run_1/clocks.png
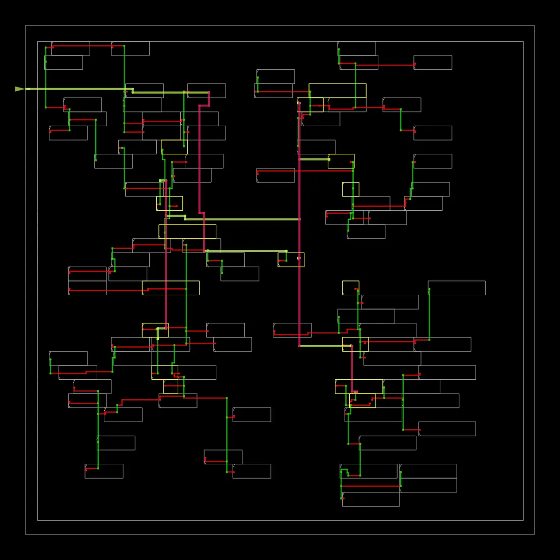
run_1/sizes.png
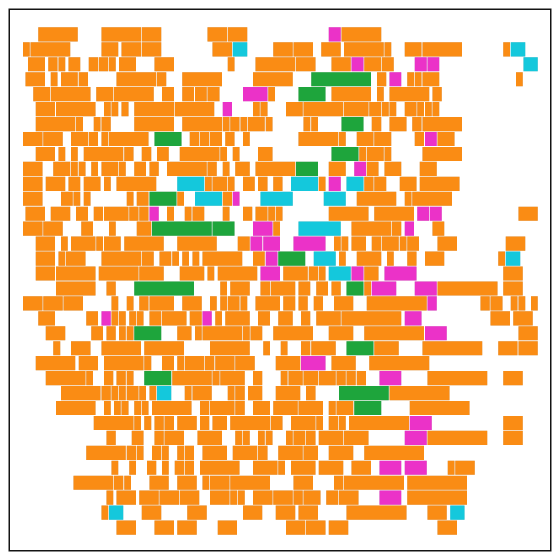
run_1/placement_by_type.png
The bar under the picture is 20 um long. Fill, decap, tap and diode cells in gray.
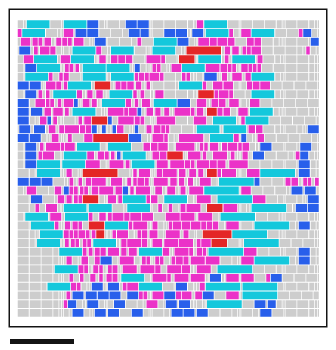
$ cat config.mk
export PLATFORM = sky130hd
export DESIGN_NAME = vslc_scan_sequencer
export DESIGN_NICKNAME = d
export VERILOG_FILES = /design/src/rtl/vslc_seq_pkg.sv /design/src/rtl/vslc_skid_buf2.sv /design/src/rtl/vslc_scan_sequencer.sv
export SDC_FILE = /design/constraint.sdc
export NUM_CORES = 1
export LEC_CHECK = 0
export CAP_MARGIN = 25
export CORE_MARGIN = 2
export CORE_UTILIZATION = 48
export DETAILED_ROUTE_END_ITERATION = 10
export GPL_ROUTABILITY_DRIVEN = 0
export GPL_TIMING_DRIVEN = 0
export PLACE_DENSITY = 0.77
export SETUP_SLACK_MARGIN = 0.05
export SYNTH_ARGS = -nofsm -noshare
export SYNTH_HDL_FRONTEND = slang
export SYNTH_SLANG_ARGS = --single-unit
$ cat constraint.sdc
create_clock -name clk -period 3.49 [get_ports clk]
set_input_delay 0.698 -clock clk [delete_from_list [all_inputs] [get_ports clk]]
set_output_delay 0.698 -clock clk [all_outputs]
set_load 0.005 [all_outputs]
$ cat src/rtl/vslc_seq_pkg.sv
// vslc_seq_pkg: shared states, error codes and header layout for the scan sequencer
package vslc_seq_pkg;
    typedef enum logic [2:0] {BOOT, HDR, ARM, SEEK, RUN, DONE, ERR} state_t;
    localparam logic [1:0] ERR_NONE    = 2'd0;
    localparam logic [1:0] ERR_BAD_HDR = 2'd1;
    localparam logic [1:0] ERR_WDOG    = 2'd2;
    localparam logic [1:0] ERR_OVF     = 2'd3;
    localparam logic [15:0] HDR_START_HI = 16'd0;
    localparam logic [15:0] HDR_START_LO = 16'd1;
    localparam logic [15:0] HDR_END_HI   = 16'd2;
    localparam logic [15:0] HDR_END_LO   = 16'd3;
    localparam int HDR_BYTES = 4;
endpackage

$ cat src/rtl/vslc_skid_buf2.sv
// vslc_skid_buf2: 2-entry FIFO skid buffer with valid/ready output and overflow flag
module vslc_skid_buf2 (
    input  logic       clk,
    input  logic       rst,
    input  logic       flush,
    input  logic       in_valid,
    input  logic [7:0] in_data,
    input  logic       out_ready,
    output logic       out_valid,
    output logic [7:0] out_data,
    output logic       empty,
    output logic       overflow
);
    logic [7:0] d0, d1;
    logic [1:0] cnt;
    logic       full, pop, acc;
    assign empty     = cnt == 2'd0;
    assign full      = cnt == 2'd2;
    assign out_valid = !empty;
    assign out_data  = d0;
    assign pop       = out_valid && out_ready;
    assign acc       = in_valid && (!full || pop);
    assign overflow  = in_valid && full && !pop;
    // head lives in d0; d1 only holds the second entry
    always_ff @(posedge clk) begin
        if (rst || flush) cnt <= 2'd0;
        else cnt <= cnt + 2'(acc) - 2'(pop);
        if (pop) d0 <= full ? d1 : in_data;
        else if (acc && empty) d0 <= in_data;
        if (acc && (full || (cnt == 2'd1 && !pop))) d1 <= in_data;
    end
endmodule

$ cat src/rtl/vslc_scan_sequencer.sv
// vslc_scan_sequencer: boots from the EEPROM header and streams each scan's program bytes to the executor
module vslc_scan_sequencer
    import vslc_seq_pkg::*;
#(
    parameter int ADDR_W      = 10,
    parameter int WDOG_CYCLES = 4096,
    parameter int CNT_W       = 16
) (
    input  logic             clk,
    input  logic             rst,
    input  logic             rd_valid,
    input  logic [7:0]       rd_data,
    input  logic [15:0]      rd_addr,
    output logic             rd_restart,
    output logic [15:0]      rd_start_addr,
    output logic             rd_hold_n,
    output logic             instr_valid,
    output logic [7:0]       instr_data,
    input  logic             ex_ready,
    input  logic             auto_mode,
    input  logic             trig_in,
    output logic             inputs_latch,
    output logic             scan_active,
    output logic             scan_done,
    output logic [CNT_W-1:0] cycle_count,
    output logic             err,
    output logic [1:0]       err_code
);
    localparam int WD_W = $clog2(WDOG_CYCLES + 1);
    state_t state, state_n;
    logic [ADDR_W-1:0] start_a, end_a;
    logic [WD_W-1:0]   wd;
    logic [2:0]        trig_s;
    logic [1:0]        err_n;
    logic hdr_done, end_seen, trig_pend;
    logic push, in_range, hdr_ok, go, wd_hit;
    logic b_valid, b_empty, b_ovf;
    assign in_range      = rd_addr >= 16'(start_a) && rd_addr <= 16'(end_a);
    assign push          = state == RUN && rd_valid && in_range;
    assign hdr_ok        = start_a >= ADDR_W'(HDR_BYTES) && end_a != '0 && end_a >= start_a;
    assign go            = auto_mode || trig_pend;
    assign wd_hit        = (state == HDR || state == RUN) && rd_hold_n && !rd_valid && wd == WD_W'(WDOG_CYCLES - 1);
    assign rd_restart    = !rst && (state == BOOT || state == SEEK);
    assign rd_start_addr = state == SEEK ? 16'(start_a) : 16'd0;
    assign rd_hold_n     = state == ERR || ex_ready || b_empty;
    assign instr_valid   = b_valid && state != ERR;
    assign inputs_latch  = state == ARM && go;
    assign scan_active   = state == SEEK || state == RUN;
    assign scan_done     = state == DONE;
    assign err           = state == ERR;
    vslc_skid_buf2 u_buf (
        .clk       (clk),
        .rst       (rst),
        .flush     (state == ERR),
        .in_valid  (push),
        .in_data   (rd_data),
        .out_ready (ex_ready),
        .out_valid (b_valid),
        .out_data  (instr_data),
        .empty     (b_empty),
        .overflow  (b_ovf)
    );
    // next state; buffer overflow outranks watchdog outranks header check
    always_comb begin
        state_n = state;
        err_n   = ERR_NONE;
        case (state)
            BOOT: state_n = HDR;
            HDR: if (hdr_done) begin
                state_n = hdr_ok ? ARM : ERR;
                err_n   = hdr_ok ? ERR_NONE : ERR_BAD_HDR;
            end
            ARM:  state_n = go ? SEEK : ARM;
            SEEK: state_n = RUN;
            RUN:  state_n = end_seen && b_empty ? DONE : RUN;
            DONE: state_n = ARM;
            default: state_n = ERR;
        endcase
        if (wd_hit) begin
            state_n = ERR;
            err_n   = ERR_WDOG;
        end
        if (b_ovf) begin
            state_n = ERR;
            err_n   = ERR_OVF;
        end
    end
    // state register, scan counter and the error code latched on ERR entry
    always_ff @(posedge clk) begin
        if (rst) begin
            state       <= BOOT;
            cycle_count <= '0;
            err_code    <= ERR_NONE;
        end else begin
            state <= state_n;
            if (state == DONE) cycle_count <= cycle_count + 1'b1;
            if (state != ERR && state_n == ERR) err_code <= err_n;
        end
    end
    // header capture keyed by EEPROM address; validated the cycle after the last byte
    always_ff @(posedge clk) begin
        if (rst) begin
            start_a  <= '0;
            end_a    <= '0;
            hdr_done <= 1'b0;
        end else if (state == HDR && rd_valid && !hdr_done) begin
            case (rd_addr)
                HDR_START_HI: start_a[ADDR_W-1:8] <= rd_data[ADDR_W-9:0];
                HDR_START_LO: start_a[7:0] <= rd_data;
                HDR_END_HI:   end_a[ADDR_W-1:8] <= rd_data[ADDR_W-9:0];
                HDR_END_LO: begin
                    end_a[7:0] <= rd_data;
                    hdr_done   <= 1'b1;
                end
                default: ;
            endcase
        end
    end
    // remember that the last program byte entered the buffer this scan
    always_ff @(posedge clk) begin
        if (rst || state == SEEK) end_seen <= 1'b0;
        else if (push && !b_ovf && rd_addr == 16'(end_a)) end_seen <= 1'b1;
    end
    // trigger synchronizer and one-deep pending flag; a new edge wins over consumption
    always_ff @(posedge clk) begin
        if (rst) begin
            trig_s    <= 3'b000;
            trig_pend <= 1'b0;
        end else begin
            trig_s    <= {trig_s[1:0], trig_in};
            trig_pend <= (trig_s[1] && !trig_s[2]) || (trig_pend && !inputs_latch);
        end
    end
    // watchdog counts idle cycles in HDR/RUN; held at zero while the reader is paused
    always_ff @(posedge clk) begin
        if (rst || rd_valid || state_n != state || !rd_hold_n) wd <= '0;
        else if (state == HDR || state == RUN) wd <= wd + 1'b1;
    end
endmodule

==> run notes, run 1 <==
The synthesis and PnR run went through. Along the critical path, the tally of buffer and inverter instances is 1. Area of the core region landed at 8678 sq um. Total of flip-flops plus latches after synthesis landed at slightly below 80.

The via count of the first global-routing pass came to around 3600. In the final report, the number of hold violations comes to 0. Boundary pin count landed at 79. On the final layout, the worst hold slack is approximately 0.45 ns. The capture point of the worst register-to-register path is recorded as u_buf.cnt[1].

Sequential standard cell area landed at between 1500 and 2000 sq um. Count of inverters not on the clock network in the layout landed at 33. Antenna diode count landed at 0.

Proportion of cell area spent on the clock network landed at ~4.9%. The setup path with the least slack is of type input pin to flop. Internal power consumption landed at ~1.6 mW. Synthesized area divided by synthesized cell count landed at between 9 and 10 sq um. Fraction of final layout cells sized beyond drive strength 1 landed at roughly an eighth. In this run the most critical hold path is launched from trig_s[0]. DRC violations left landed at 0. Number of design-rule violations left by the first detailed-router iteration landed at between 100 and 150. Per the OpenROAD floorplan log, the height of the die is approximately 98 um. Arrival time at the worst endpoint landed at around 3.6 ns. In this run the clock root is driven by a clkbuf_8. The design draws 2.015 mW. Total negative slack landed at 0 ns. The run finished with clean final reports. STA shows the worst reg2reg path with a cell count of 11.

Count of fill cells added during filler insertion landed at 758. TritonCTS built the clock tree. Overall via count from detail_route landed at around 3600.

The number of antenna violations at the first check in global routing was 0. Proportion of netlist area held by the largest area contributor landed at just under 30%. The cell-mix breakdown from Yosys lists the XOR/XNOR area share as approximately 5.3%. The chip occupies a little under 10000 sq um. Area fraction in mux cells landed at under 10%.

Register-to-register path setup slack landed at 0.59 ns. Number of synthesized flops with an enable pin landed at 16. During tapcell insertion the tool placed 108 well taps.

Routed length on met1 landed at approximately 4.5 mm. Number of setup violations in the final report landed at 0. Number of cells produced by synthesis landed at 470.

The report gives the cell count of the worst hold path as 1. Cell count after placement landed at 655. Power density of the placed cells landed at roughly 370 nW/um^2. Part of the power in combinational logic landed at a little over a tenth. Ranked by total area, the top cell class in this layout is multi-input combinational cells. After detailed routing, no signal wire sits above met4. Global routing consumed, on the met3 layer, 3.579% of the routing resources.
Notes on clocks.png above:
Setup Skew: 0.007424 ns
Sink Count: 78
Skew-Pair Late Insertion Delay: 0.35 ns
TritonCTS Buffers: 9
number of sequential cells: 78

Notes on sizes.png above:
- orange: _0 and _1 cells (cells 493; share 88%)
- magenta: _2 cells (cells 37; share 6.6%)
- cyan: _3 and _4 cells (cells 16; share 2.8%)
- green: _6 and larger (cells 17; share 3.0%)

Notes on placement_by_type.png above:
- blue: other buffers and delay cells (cells 94)
- cyan: flops (cells 78)
- red: clock drivers and dummy loads (cells 16)
- magenta: combinational and other logic (cells 375)

[run 1: state kept, by name, summed over array words and instances, names as in the netlist]
signal / flops
cycle_count: 16
state: 3
u_buf.cnt: 2
u_buf.out_data: 8
end_a: 10
u_buf.d1: 8
hdr_done: 1
wd: 13
trig_s: 3
start_a: 10
end_seen: 1
trig_pend: 1
err_code: 2
[run 1: power by group through the flow]
stage          clock network [mW]  registers (mW)  logic [mW]
2_1_floorplan                   0           0.964       0.105
3_3_place_gp                    0           0.964       0.198
3_5_place_dp                    0           0.964       0.205
4_1_cts                     0.873           0.943       0.208
5_1_grt                     0.916           0.945       0.231
6_report                    0.861           0.943       0.210
[run 1: repair_timing]
item / in CTS / in global routing
setup endpoints to repair: 8 / 8
resized: 1 / 3
cloned: 0 / 0
==> run 1 -> run 2 <==
Settings changed: ABC_AREA set to 0.
run_2/logic_types.png
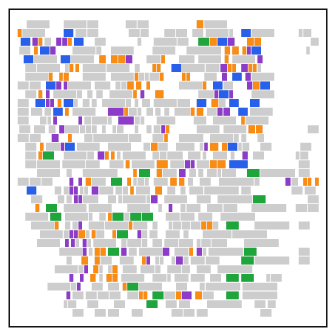
- orange: NOR gates (cells 98)
- green: multiplexers (cells 22)
- blue: XOR/XNOR gates (cells 26)
- purple: NAND gates (cells 66)

==> run 2 against run 1 <==
Compared with the run above:
- first-iteration DRC count is the same
- count of clock-buffer cells in the layout is the same
- clock power is essentially flat
- critical endpoint unchanged
- clock skew is the same
- non-clock buffer count is the same
- global-route usage is the same
- cell count is the same
- critical path type unchanged
- register-to-register slack is essentially flat
- worst hold slack is the same
- critical path depth is the same
- die area is the same
- final area is the same
==> run notes, run 2 <==
The synthesis and PnR run went through. Gates resized during post-CTS repair numbered 1. Final clock skew landed at about 0.0074 ns. Measured in cells, the most critical reg-to-reg path has a length of 11. Area fraction in mux cells landed at 5.396%.

Overall via count from detail_route landed at 3615. Routed length on met1 landed at 4.500 mm. Hold-check failures listed in the final report amount to 0. Xor/xnor cell area share of the yosys netlist landed at around 5.3%. Critical path buffer and inverter count landed at 1. Total chip power landed at slightly above 2 mW. The largest registers in the layout are cycle_count: 16 flops, wd: 13 flops.

A synthesized cell averages approximately 9 sq um. Total of flip-flops plus latches after synthesis landed at approximately 78. The endpoint identified for the worst register-to-register timing path is u_buf.cnt[1]. Register-to-register path setup slack landed at about 0.59 ns.

Proportion of netlist area held by the largest area contributor landed at between 20 and 30%. DRC violations left landed at 0. Summed over all failing endpoints, the final setup total negative slack is 0 ns.

Detailed-route iteration 0 reported a violation count of approximately 150. Fraction of met3 tracks used by global routing landed at roughly 3.6%. Counting flops per register, the top entry is cycle_count.

The end-of-flow timing check tallies setup violations at 0. For this run, the script counts the antenna cells in the layout as 0. Area of the core region landed at 8678 sq um. Number of clock sinks seen by CTS landed at between 70 and 80.

Via count of the first global-routing pass landed at between 3000 and 4000. Arrival time at the worst endpoint landed at about 3.6 ns. The main area contributors are dfxtp_1 (29%), edfxtp_1 (11%), ha_1 (10%), nor2_1 (4.8%), mux2i_1 (3.3%). Worst hold slack across all endpoints landed at 0.4465 ns.

Cell count after placement landed at roughly 660. Fraction of final layout cells sized beyond drive strength 1 landed at 12.43%. Counting the buffers created by CTS gives 9. In this run, synthesis inferred 16 flip-flops with an integrated enable. The run finished with clean final reports. TritonCTS built the clock tree. Per the skew report, the later register of the worst-skew pair sees a clock latency of around 0.35 ns. Boundary pin count landed at ~80.

The vertical die dimension reported for this design is about 100 um. Total power normalized to cell area comes to about 370 nW/um^2.
run_2/sizes.png
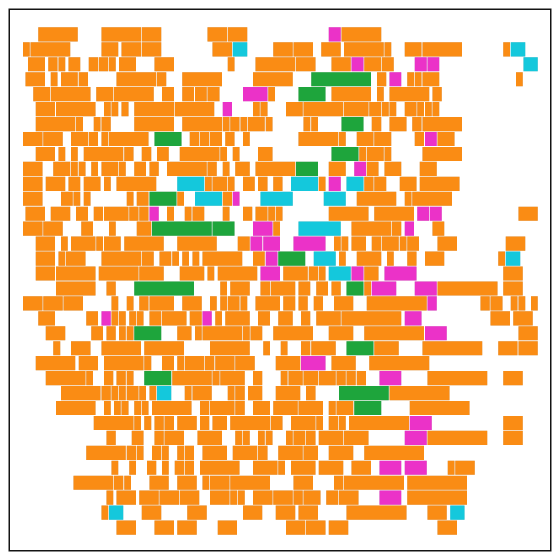
- magenta: _2 cells (cells 37; share 6.6%)
- green: _6 and larger (cells 17; share 3.0%)
- cyan: _3 and _4 cells (cells 16; share 2.8%)
- orange: _0 and _1 cells (cells 493; share 88%)

## run 2: power breakdown
part           internal (mW)  switching [mW]  total (mW)
clock network          0.522           0.339       0.861
logic                  0.106           0.104       0.210
registers              0.937         0.00641       0.943
## run 2: layout make-up
cell class              count  area [sq um]
fillers                   758          3257
clock inverters             6         115.1
flip-flops and latches     78          1722
well taps                 108         135.1
plain buffers              22         133.9
clock buffers              10         148.9
inverters                  33         123.9
repair buffers             72         715.7
multi-input cells         342          2327
## run 2: worst min-delay path by stage
stage,end,cells past startpoint,startpoint
floorplan,trig_s[1],1,trig_s[0]
global route,trig_s[1],1,trig_s[0]
CTS,trig_s[1],1,trig_s[0]
finish,trig_s[1],1,trig_s[0]
global placement,trig_s[1],1,trig_s[0]
detailed placement,trig_s[1],1,trig_s[0]
==> run 2 -> run 3 <==
Settings changed: ABC_AREA 0 to 1, MAX_ROUTING_LAYER set to met4.
run_3/clocks.png
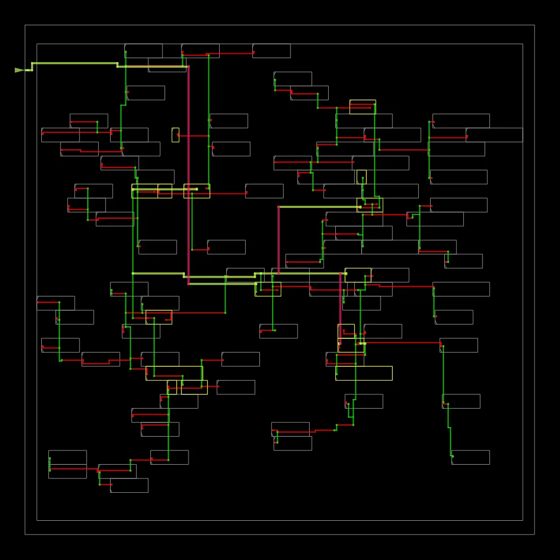
clock buf count: 10
Setup Skew: 0.009396 ns
Clock Power: 0.738 mW

run_3/layer_met2.png
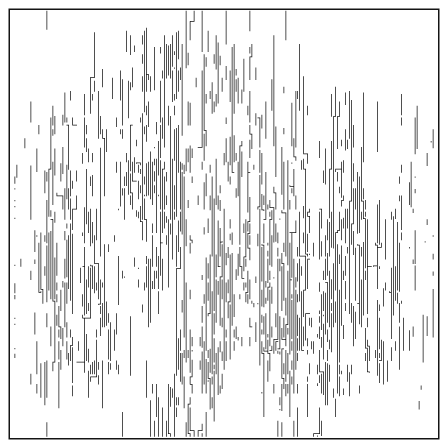
- share of all routed wire: 48%
- longest straight run: 37.1 um

==> run 3 against run 2 <==
Compared with the run above:
- critical path depth shrank 7
- routed wire length grew 2.8%
- synthesized area grew 1.3%
- register-to-register slack gained 0.23 ns
- non-clock buffer count shrank 7
- worst hold slack lost 0.031 ns
- sequential share of layout area is essentially flat
- largest cell class unchanged
- highest routed layer unchanged
==> run notes, run 3 <==
The synthesis and PnR run went through. Endpoints with negative setup slack in the final report add up to 0. The registers reported with the highest flop counts are cycle_count: 16 flops, wd: 13 flops. Per the synthesis report, the single largest cell type by area occupies approximately 29% of cell area. For the sequential group, total power comes out at between 0.9 and 1 mW.

Antenna diode count landed at 0. Boundary pin count landed at approximately 79. Per report_power, the top consumer among the power groups is registers. The layout summary lists the proportion of cells stronger than drive strength 1 as 9.262%.

For the combinational group, total power comes out at just over 0.3 mW. Area of the core region landed at 8721 sq um. Dividing total power by cell area gives a power density of 369.5 nW/um^2.

Number of buffers inserted during clock tree synthesis landed at 9. Number of design-rule violations left by the first detailed-router iteration landed at ~130. The register with the most flip-flops in the layout has 16 of them. The via count of the first global-routing pass was ~3800. Clock tree synthesis selected as its root buffer the cell clkbuf_8. Cell count after placement landed at 728.

The number of antenna violations at the first check in global routing came to 0. Sequential fraction of design power landed at between 40% and 50%. Number of clock sinks seen by CTS landed at just under 80. Per report_power, the clock group accounts for between 30% and 40% of the total. Arrival time at the worst endpoint landed at between 2 and 2.5 ns. Measured along the y axis, the die boundary spans approximately 100 um.

In this run, synthesis produced a sequential element count of 78. STA lists the startpoint of the worst hold path as trig_s[0]. The worst setup path is of the input pin to primary output kind. After synthesis, the share of cell area in mux cells is 2.317%. After floorplanning, the die was sized to cover 9775 sq um.

Combinational cells account for between 15 and 20% of the total power. Internal power consumption landed at between 1 and 1.5 mW. The synthesized netlist handed to floorplanning was reported with a cell count of roughly 540. The run finished with clean final reports. Worst hold slack across all endpoints landed at 0.4152 ns. Overall via count from detail_route landed at approximately 3900.
## run 3: path summary, 6_finish.rpt
path              cells past startpoint     endpoint  slack, ns
setup / recovery                      4   rd_restart       0.34
hold / removal                        2    trig_s[1]       0.42
setup reg to reg                      8  u_buf.d1[4]       0.82
hold reg to reg                       2    trig_s[1]       0.42
## run 3: final cells by class
class | instances | area [sq um]
Timing Repair Buffer | 73 | 728.2
Clock buffer | 10 | 127.6
Buffer | 14 | 85.08
Clock inverter | 6 | 86.33
Sequential cell | 78 | 1722
Tap cell | 108 | 135.1
Multi-Input combinational cell | 375 | 2228
Inverter | 81 | 304.0
Fill cell | 750 | 3304
## run 3: per-layer routing
layer	GRT usage (%)	wire length [um]
met1	25.49	4509
met2	36.54	4906
met3	4.184	618
met4	10.12	225
met5	-	0
Power is estimated from default activity; no workload was simulated.
